Figure 1. Cell density map.
17 x 12 tiles, from white (low) to dark blue (high), 0 to 100% covered.
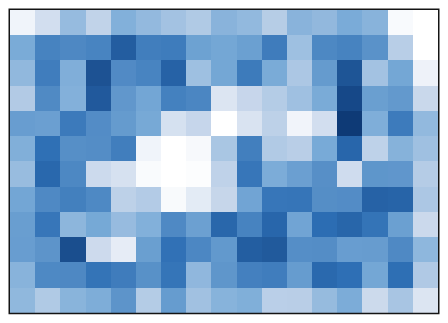
Figure 2. Placement view.
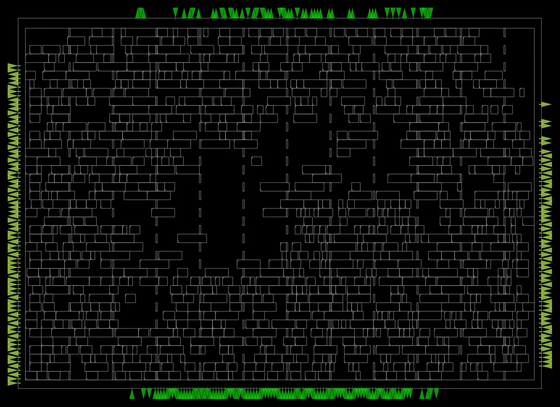
Design mem_arbiter_flat, sky130hd; sources not shown.
==> reports/results.txt <==
Clock Sinks: 146
static leakage: 0.00384 uW
CTS Buffer Depth: 2
post-route ant nets: 0
area added between synthesis and finish: 52.8%
reg2reg setup slack: 180 ps
Synth top cell by count: dfxtp_1
CTS tree: built
Main synth FF type: dfxtp_1
Cell Type Count: 37
setup ws final: 26.5 ps
ys cells: 681
outcome: finished clean
vias in the first global route: 5812
NetSw: 2670 uW
Cell area leaders: dfxtp_1 45%, a311oi_2 11%, a31oi_1 6.2%
fin crit share: 98.7%
iteration tally of the first detailed-router pass: 4
critical path endpoint category: output port
Synth Register Bits: 146
Final Critical Period: 1940 ps
HPWL after DPL: 13.3 mm
I/O pins: 278
Synth area leader: dfxtp_1
number of port buffers: 277
Mean Syn Cell Area: 9.45 um2
Post-Syn Nets: 824
actual slew at the worst max-slew pin: 531 ps
Die X: 166 um
number of antenna violations at the first check in global routing: 0
PD cells: 869 mW/mm2
Finish-stage setup viols: 0
routed vias: 6130
first-pass GRT wire length: 31.3 mm
Crit path max-delay family: buffers and inverters
Cells after DPL: 1146
Die Y: 117 um
DRC Markers: 0
Max-slew headroom: 64.6%
Flop pwr share: 38.7%
Worst-path clk slew: 70 ps
vias per inst: 5.20
## Picture notes: Figure 1
emptiest ninth of the die: middle
mean over tiles: 49%
densest ninth of the die: bottom middle
Initial Util: 35.7%
core area: 0.0180 mm2

## Picture notes: Figure 2
final std cells w/o fill: 1178
Flops: 146
Core Util, Final: 54.6%

[power groups by stage]
stage | clock [uW] | combinational [uW] | sequential [uW]
after floorplan | 0 | 887 | 3650
after global placement | 0 | 2220 | 3370
after detailed placement | 0 | 2230 | 3380
after CTS | 3290 | 2110 | 3310
after global routing | 3430 | 2210 | 3330
final | 3210 | 2030 | 3310
[area by class of cell]
| class | instances | area, um2 |
|---|---|---|
| tap | 236 | 295 |
| fill | 1689 | 8170 |
| clock buffer | 18 | 439 |
| clock inverter | 14 | 148 |
| sequential | 146 | 2920 |
| timing repair buffer | 309 | 2870 |
| inverter | 4 | 17.5 |
| multi-input combinational | 451 | 3140 |
[through the flow]
step / area [um2] / total power, uW / utilization, %
CTS: 10000 / 8700 / 55.7
global route: 9830 / 8970 / 54.6
floorplan: 6430 / 4530 / -
detailed placement: 9580 / 5610 / 53.2
finish: 9830 / 8550 / 54.6
global placement: 9580 / 5590 / 53.2
[layer usage]
metal	vias to the layer above	wire, um	part of all wire (%)	GRT usage (%)
li1	3062	-	-	-
met1	2863	9010	47	25.8
met2	187	8460	44	29.8
met3	18	1530	7.9	7.69
met4	0	254	1.3	5.38
met5	-	0	0	0
[kinds of logic (layout without fill, tap and decap cells)]
family	Yosys count	in the layout	synth area share, %
buffers and inverters	84	345	6.48
adders and majority gates	5	5	0.972
muxes	32	32	4.98
DFF	146	146	45.4
and+or+nand+nor	199	199	13.5
AOI/OAI and AO/OA	214	214	28.5
xor gates and xnor gates	1	1	0.136
[timing repair]
| action | 4_1_cts | 5_1_grt |
|---|---|---|
| setup endpoints to repair | 111 | 47 |
| resized | 117 | 32 |
| buffers inserted | 0 | 0 |
Power and IR drop assume default switching activity.
